## src/rtl/spectrum_mod_classify.sv

```systemverilog
// ----------------------------------------------------------------------------
// spectrum_mod_classify
//
// Scans a window of the FFT-magnitude RAM twice after a start request.
//   Pass 1 (PEAK):  find the carrier. Uses strict '>', so the lowest bin wins
//                   a tie.
//   Pass 2 (LINES): count significant lines around the carrier and record the
//                   nearest and farthest line offsets.
// It then classifies the signal as CW, AM or FM, or as no signal. A non-zero
// mode_force replaces the automatic decision.
//
// Ports
//   clk, rst        single rising-edge clock, synchronous active-high reset
//   start           one-cycle request, honoured only while idle
//   lo_bin, hi_bin  inclusive scan window, captured on an accepted start
//   mode_force      0 auto, 1 CW, 2 AM, 3 FM, captured on an accepted start
//   rd_addr, rd_en  RAM read request; rd_en marks address-issue cycles
//   rd_data         RAM data, valid RD_LAT cycles after its address
//   busy            high while a scan is running
//   done            one-cycle pulse; the result outputs change in this cycle
//   mod_type        001 CW, 010 AM, 100 FM, 000 no signal
//   carrier_bin/_mag  carrier peak location and magnitude
//   side_off, span  min / max |bin-carrier| over significant lines (0 if none)
//   lines           significant line count, saturating at 255
//   err             the last request had lo_bin > hi_bin
// ----------------------------------------------------------------------------
module spectrum_mod_classify #(
   parameter int ADDR_W       = 12,
   parameter int DATA_W       = 16,
   parameter int RD_LAT       = 1,
   parameter int GUARD        = 2,
   parameter int THR_SHIFT    = 3,
   parameter int AM_MAX_LINES = 2,
   parameter int MIN_MAG      = 64
) (
   input  logic              clk,
   input  logic              rst,
   input  logic              start,
   input  logic [ADDR_W-1:0] lo_bin,
   input  logic [ADDR_W-1:0] hi_bin,
   input  logic [1:0]        mode_force,
   output logic [ADDR_W-1:0] rd_addr,
   output logic              rd_en,
   input  logic [DATA_W-1:0] rd_data,
   output logic              busy,
   output logic              done,
   output logic [2:0]        mod_type,
   output logic [ADDR_W-1:0] carrier_bin,
   output logic [DATA_W-1:0] carrier_mag,
   output logic [ADDR_W-1:0] side_off,
   output logic [ADDR_W-1:0] span,
   output logic [7:0]        lines,
   output logic              err
);

   typedef enum logic [2:0] {
      IDLE   = 3'd0,
      PEAK   = 3'd1,
      DRAIN1 = 3'd2,
      LINES  = 3'd3,
      DRAIN2 = 3'd4,
      CLASS  = 3'd5
   } state_t;

   localparam logic [2:0]        MT_NONE   = 3'b000;
   localparam logic [2:0]        MT_CW     = 3'b001;
   localparam logic [2:0]        MT_AM     = 3'b010;
   localparam logic [2:0]        MT_FM     = 3'b100;
   localparam logic [ADDR_W-1:0] GUARD_V   = ADDR_W'(GUARD);
   localparam logic [DATA_W-1:0] MIN_MAG_V = DATA_W'(MIN_MAG);
   localparam logic [7:0]        AM_MAX_V  = 8'(AM_MAX_LINES);

   // Distance between two bin indices.
   function automatic logic [ADDR_W-1:0] abs_diff(input logic [ADDR_W-1:0] a,
                                                  input logic [ADDR_W-1:0] b);
      logic [ADDR_W-1:0] d;
      if (a >= b) begin
         d = a - b;
      end else begin
         d = b - a;
      end
      return d;
   endfunction

   // Classification. Priority: no signal, then forced mode, then line count.
   function automatic logic [2:0] classify(input logic [DATA_W-1:0] mag,
                                           input logic [1:0]        frc,
                                           input logic [7:0]        n);
      logic [2:0] t;
      if (mag < MIN_MAG_V) begin
         t = MT_NONE;
      end else if (frc != 2'd0) begin
         case (frc)
            2'd1:    t = MT_CW;
            2'd2:    t = MT_AM;
            2'd3:    t = MT_FM;
            default: t = MT_NONE;
         endcase
      end else if (n == 8'd0) begin
         t = MT_CW;
      end else if (n <= AM_MAX_V) begin
         t = MT_AM;
      end else begin
         t = MT_FM;
      end
      return t;
   endfunction

   state_t            state_r, state_nxt;
   logic [ADDR_W-1:0] lo_r, hi_r;
   logic [1:0]        force_r;
   logic [ADDR_W-1:0] rd_addr_r;
   logic              rd_en_r, busy_r, done_r, err_r;
   logic [RD_LAT-1:0] vld_pipe_r;
   logic [ADDR_W-1:0] tag_pipe_r [RD_LAT];
   logic [ADDR_W-1:0] pk_bin_r;
   logic [DATA_W-1:0] pk_mag_r;
   logic [7:0]        line_cnt_r;
   logic [ADDR_W-1:0] side_min_r, span_max_r;
   logic [2:0]        mod_type_r;
   logic [ADDR_W-1:0] carrier_bin_r, side_off_r, span_r;
   logic [DATA_W-1:0] carrier_mag_r;
   logic [7:0]        lines_r;

   logic              accept_s, bad_win_s, last_addr_s, tail_last_s;
   logic              tail_vld_s, sig_s;
   logic [ADDR_W-1:0] tail_tag_s, dist_s;
   logic [DATA_W-1:0] thr_s;
   logic [2:0]        class_s;

   // State register.
   always_ff @(posedge clk) begin
      if (rst) begin
         state_r <= IDLE;
      end else begin
         state_r <= state_nxt;
      end
   end

   // Next-state decode and start handling.
   always_comb begin
      state_nxt   = state_r;
      accept_s    = 1'b0;
      bad_win_s   = 1'b0;
      last_addr_s = (rd_addr_r == hi_r);
      tail_last_s = tail_vld_s && (tail_tag_s == hi_r);
      case (state_r)
         IDLE: begin
            if (start) begin
               accept_s = 1'b1;
               if (lo_bin > hi_bin) begin
                  bad_win_s = 1'b1;
                  state_nxt = IDLE;
               end else begin
                  state_nxt = PEAK;
               end
            end else begin
               state_nxt = IDLE;
            end
         end
         PEAK: begin
            if (last_addr_s) begin
               state_nxt = DRAIN1;
            end else begin
               state_nxt = PEAK;
            end
         end
         // The pipeline drains when the datum tagged hi_bin reaches the tail.
         DRAIN1: begin
            if (tail_last_s) begin
               state_nxt = LINES;
            end else begin
               state_nxt = DRAIN1;
            end
         end
         LINES: begin
            if (last_addr_s) begin
               state_nxt = DRAIN2;
            end else begin
               state_nxt = LINES;
            end
         end
         DRAIN2: begin
            if (tail_last_s) begin
               state_nxt = CLASS;
            end else begin
               state_nxt = DRAIN2;
            end
         end
         CLASS:   state_nxt = IDLE;
         default: state_nxt = IDLE;
      endcase
   end

   // Tail of the bin-tag pipeline and the line / classification decode.
   always_comb begin
      tail_vld_s = vld_pipe_r[RD_LAT-1];
      tail_tag_s = tag_pipe_r[RD_LAT-1];
      dist_s     = abs_diff(tail_tag_s, pk_bin_r);
      thr_s      = pk_mag_r >> THR_SHIFT;
      sig_s      = tail_vld_s && (dist_s > GUARD_V) && (rd_data > thr_s);
      class_s    = classify(pk_mag_r, force_r, line_cnt_r);
   end

   // Bin tags travel alongside the RAM latency. rd_data is used only when the tail is valid.
   always_ff @(posedge clk) begin
      if (rst) begin
         vld_pipe_r <= '0;
         for (int i = 0; i < RD_LAT; i++) begin
            tag_pipe_r[i] <= '0;
         end
      end else begin
         vld_pipe_r[0] <= rd_en_r;
         tag_pipe_r[0] <= rd_addr_r;
         for (int i = 1; i < RD_LAT; i++) begin
            vld_pipe_r[i] <= vld_pipe_r[i-1];
            tag_pipe_r[i] <= tag_pipe_r[i-1];
         end
      end
   end

   // Address generation, peak / line accumulation and result registers.
   always_ff @(posedge clk) begin
      if (rst) begin
         lo_r          <= '0;
         hi_r          <= '0;
         force_r       <= 2'd0;
         rd_addr_r     <= '0;
         rd_en_r       <= 1'b0;
         busy_r        <= 1'b0;
         done_r        <= 1'b0;
         err_r         <= 1'b0;
         pk_bin_r      <= '0;
         pk_mag_r      <= '0;
         line_cnt_r    <= 8'd0;
         side_min_r    <= '0;
         span_max_r    <= '0;
         mod_type_r    <= MT_NONE;
         carrier_bin_r <= '0;
         carrier_mag_r <= '0;
         side_off_r    <= '0;
         span_r        <= '0;
         lines_r       <= 8'd0;
      end else begin
         done_r <= 1'b0;
         case (state_r)
            IDLE: begin
               if (accept_s) begin
                  lo_r    <= lo_bin;
                  hi_r    <= hi_bin;
                  force_r <= mode_force;
                  if (bad_win_s) begin
                     done_r        <= 1'b1;
                     err_r         <= 1'b1;
                     mod_type_r    <= MT_NONE;
                     carrier_bin_r <= '0;
                     carrier_mag_r <= '0;
                     side_off_r    <= '0;
                     span_r        <= '0;
                     lines_r       <= 8'd0;
                  end else begin
                     rd_en_r    <= 1'b1;
                     rd_addr_r  <= lo_bin;
                     busy_r     <= 1'b1;
                     pk_bin_r   <= lo_bin;
                     pk_mag_r   <= '0;
                     line_cnt_r <= 8'd0;
                     side_min_r <= '1;
                     span_max_r <= '0;
                  end
               end
            end
            PEAK, DRAIN1: begin
               if (state_r == PEAK) begin
                  if (last_addr_s) begin
                     rd_en_r <= 1'b0;
                  end else begin
                     rd_addr_r <= rd_addr_r + ADDR_W'(1);
                  end
               end else if (tail_last_s) begin
                  rd_en_r   <= 1'b1;
                  rd_addr_r <= lo_r;
               end
               if (tail_vld_s && (rd_data > pk_mag_r)) begin
                  pk_mag_r <= rd_data;
                  pk_bin_r <= tail_tag_s;
               end
            end
            LINES, DRAIN2: begin
               if (state_r == LINES) begin
                  if (last_addr_s) begin
                     rd_en_r <= 1'b0;
                  end else begin
                     rd_addr_r <= rd_addr_r + ADDR_W'(1);
                  end
               end
               if (sig_s) begin
                  if (line_cnt_r != 8'hFF) begin
                     line_cnt_r <= line_cnt_r + 8'd1;
                  end
                  if (dist_s < side_min_r) begin
                     side_min_r <= dist_s;
                  end
                  if (dist_s > span_max_r) begin
                     span_max_r <= dist_s;
                  end
               end
            end
            CLASS: begin
               busy_r        <= 1'b0;
               done_r        <= 1'b1;
               err_r         <= 1'b0;
               mod_type_r    <= class_s;
               carrier_bin_r <= pk_bin_r;
               carrier_mag_r <= pk_mag_r;
               lines_r       <= line_cnt_r;
               span_r        <= span_max_r;
               // side_min_r stays at its all-ones seed when no line was found.
               side_off_r    <= (line_cnt_r == 8'd0) ? '0 : side_min_r;
            end
            default: begin
               busy_r  <= 1'b0;
               rd_en_r <= 1'b0;
            end
         endcase
      end
   end

   assign rd_addr     = rd_addr_r;
   assign rd_en       = rd_en_r;
   assign busy        = busy_r;
   assign done        = done_r;
   assign err         = err_r;
   assign mod_type    = mod_type_r;
   assign carrier_bin = carrier_bin_r;
   assign carrier_mag = carrier_mag_r;
   assign side_off    = side_off_r;
   assign span        = span_r;
   assign lines       = lines_r;

endmodule

```

## config.mk

```make
export PLATFORM = sky130hd
export DESIGN_NAME = spectrum_mod_classify
export DESIGN_NICKNAME = d
export VERILOG_FILES = /design/src/rtl/spectrum_mod_classify.sv
export SDC_FILE = /design/constraint.sdc
export NUM_CORES = 1
export LEC_CHECK = 0
export ABC_AREA = 1
export CORE_MARGIN = 2
export CORE_UTILIZATION = 57
export CTS_CLUSTER_DIAMETER = 150
export DETAILED_ROUTE_END_ITERATION = 10
export GPL_TIMING_DRIVEN = 0
export MAX_ROUTING_LAYER = met4
export PLACE_DENSITY = 0.81
export SYNTH_ARGS = -nofsm -noshare
export SYNTH_HDL_FRONTEND = slang
export SYNTH_SLANG_ARGS = --single-unit
```

## constraint.sdc

```tcl
create_clock -name clk -period 4.45 [get_ports clk]
set_input_delay 0.6675 -clock clk [delete_from_list [all_inputs] [get_ports clk]]
set_output_delay 0.6675 -clock clk [all_outputs]
set_load 0.1 [all_outputs]
```

Fig. 1: cell outlines without signal wires
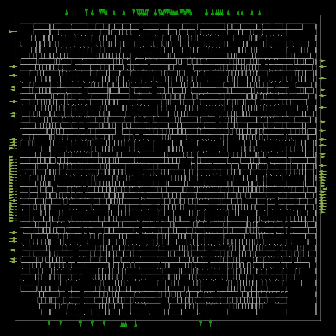
final std cells w/o fill: 2023
row count: 50
Fillers: 1644
n_taps: 260

Fig. 2: cell density map
Bar = 50 um. The die is cut into 14 by 14 equal tiles; white is low, dark blue is high, 0 to 100% covered.
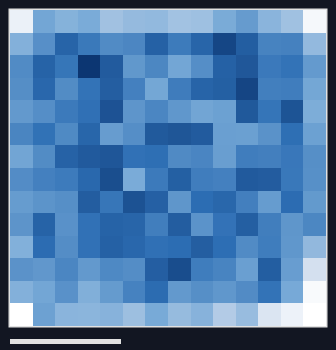
The emptiest ninth of the die: bottom right. The mean over all tiles is 63%. 26% of the tiles are over 75% full. The fullest tile reaches 98%.
Core Region: 0.01883 mm^2
floorplan utilization: 58.29%
Final Util: 69.81%

-- path summary, 6_finish.rpt --
path / start / end / slack, ps / depth (start not counted)
hold reg to reg: lo_r[6]$_SDFFE_PP0P_ / lo_r[6]$_SDFFE_PP0P_ / 450 / 2
hold / removal: lo_r[6]$_SDFFE_PP0P_ / lo_r[6]$_SDFFE_PP0P_ / 450 / 2
setup reg to reg: pk_bin_r[3]$_SDFFE_PP0P_ / span_max_r[8]$_SDFFE_PP0P_ / 410 / 26
setup / recovery: pk_bin_r[3]$_SDFFE_PP0P_ / span_max_r[8]$_SDFFE_PP0P_ / 410 / 26
-- power by group through the flow --
stage / combinational, uW / clock [uW] / sequential, uW
3_5_place_dp: 2500 / 0 / 1920
2_1_floorplan: 1700 / 0 / 2030
5_1_grt: 2870 / 1640 / 1900
6_report: 2550 / 1570 / 1890
4_1_cts: 2520 / 1570 / 1880
3_3_place_gp: 2460 / 0 / 1920
-- through the flow --
| step | utilization, % | hold slack, ps | total power (uW) |
|---|---|---|---|
| 6_report | 69.81 | 450.2 | 6017 |
| 5_1_grt | 69.81 | 466.8 | 6405 |
| 4_1_cts | 69.79 | 450.4 | 5977 |
| 3_5_place_dp | 66.55 | 438.8 | 4420 |
| 3_3_place_gp | 66.55 | 435.6 | 4371 |
| 2_1_floorplan | - | 424.1 | 3732 |
-- routing by layer --
layer  global-route usage (%)  vias up
li1                         -     5516
met1                    45.98     5131
met2                    54.86      526
met3                    4.024       92
met4                    13.18        0
met5                        -        -
-- Yosys cell counts, types with 3 or more instances --
cell / n / area share (%)
a211oi_1: 3 / 0.21
a21oi_1: 159 / 7.3
a31oi_1: 18 / 1.0
buf_2: 9 / 0.41
buf_6: 4 / 0.41
clkbuf_1: 52 / 1.8
dfxtp_1: 181 / 33
ha_1: 91 / 10
inv_1: 194 / 6.6
inv_2: 11 / 0.38
nand2_1: 427 / 15
nand2_2: 35 / 2.0
nand3_1: 87 / 4.0
nand3_2: 3 / 0.27
nand3b_1: 3 / 0.21
nand4_1: 29 / 1.7
nor2_1: 111 / 3.8
nor2_2: 20 / 1.1
nor3_1: 8 / 0.36
nor4_1: 13 / 0.74
o2111ai_1: 3 / 0.24
o211ai_1: 13 / 0.89
o21a_1: 3 / 0.21
o21ai_0: 67 / 3.1
o221ai_1: 3 / 0.24
o22ai_1: 4 / 0.23
or2_2: 3 / 0.17
xor2_1: 30 / 2.4
-- kinds of logic after synthesis --
kind of cell | count (synthesis) | synth area share [%]
adder cells (fa/ha/maj) | 93 | 10.74
XOR/XNOR | 32 | 2.554
AND/OR/NAND/NOR | 745 | 29.70
flip-flops | 181 | 33.01
buffers and inverters | 274 | 9.861
AND-OR/OR-AND | 284 | 14.14
-- worst reg2reg max path: stages (launching register included) --
cell and delay, ps:
dfxtp_1 460, inv_1 70, ha_1 280, buf_2 200, nand2_1 120, nor2_1 170, and2_1 170, nand2_1 80
nand3_1 110, nand2_1 60, nand2_1 60, nand2_1 50, nand2_1 140, inv_1 90, ha_1 300, nand2_1 80
inv_1 60, nand3_1 110, nor3_1 220, nand2_1 120, o211ai_1 120, o21ai_0 170, nand2_1 140, nand4_4 180
buf_6 200, nor2_1 130, nor2_2 50
==> metrics.cfg <==
[status]
status = completed

[critical_path]
arrival_ps = 4370
cpPeakStageDelay_ps = 460
end_kind = flip-flop
path_common_cell = nand2_1
path_max_fanout = 10
slowest_stage = dfxtp_1
required_ps = 4790

[power]
power.share.sequential_pct = 31.4
netSwitchingFraction_pct = 42.90
p_clk_share_pct = 26.2
combPwrFrac_pct = 42.5

[logic_synthesis]
edf_count = 0
yosys_warnings = 0
synth_flops = 181
synth_seq_share_pct = 33.01
fp_nets = 1747

[sta]
fin_crit_sh_pct = 90.70
setup_viol = 0
rsz0062_at_grt = false
worstMarginPinSlew_ps = 1058
postLayoutSetupSlackWorst_ps = 413.8
period_needed_ps = 4036

[cells_and_area]
ff_count = 181
drive_gt1_share_pct = 7.147
comb_area_share_pct = 47.73
dominant-cell-class = combinational gates
inverters = 207
clkbuf_count = 17
buf_share_pct = 11.68
logic_gate_count = 1154

[cts]
clkLatencyLatePin_ps = 440
path_clk_slew_ps = 80
cts.htree.levels = 4

[global_route]
grt_pass1_vias = 10570

[placement]
port_buffers = 123
placed_area_mm2 = 0.01253

[min_path]
hold_path_class = flip-flop to flip-flop

[route]
drc = 0
dr.pass1.iters = 5
met2_wirelength_mm = 15.14

[job]
drv_cap = 0

No activity file was given, so power comes from the tool's default toggle rates.
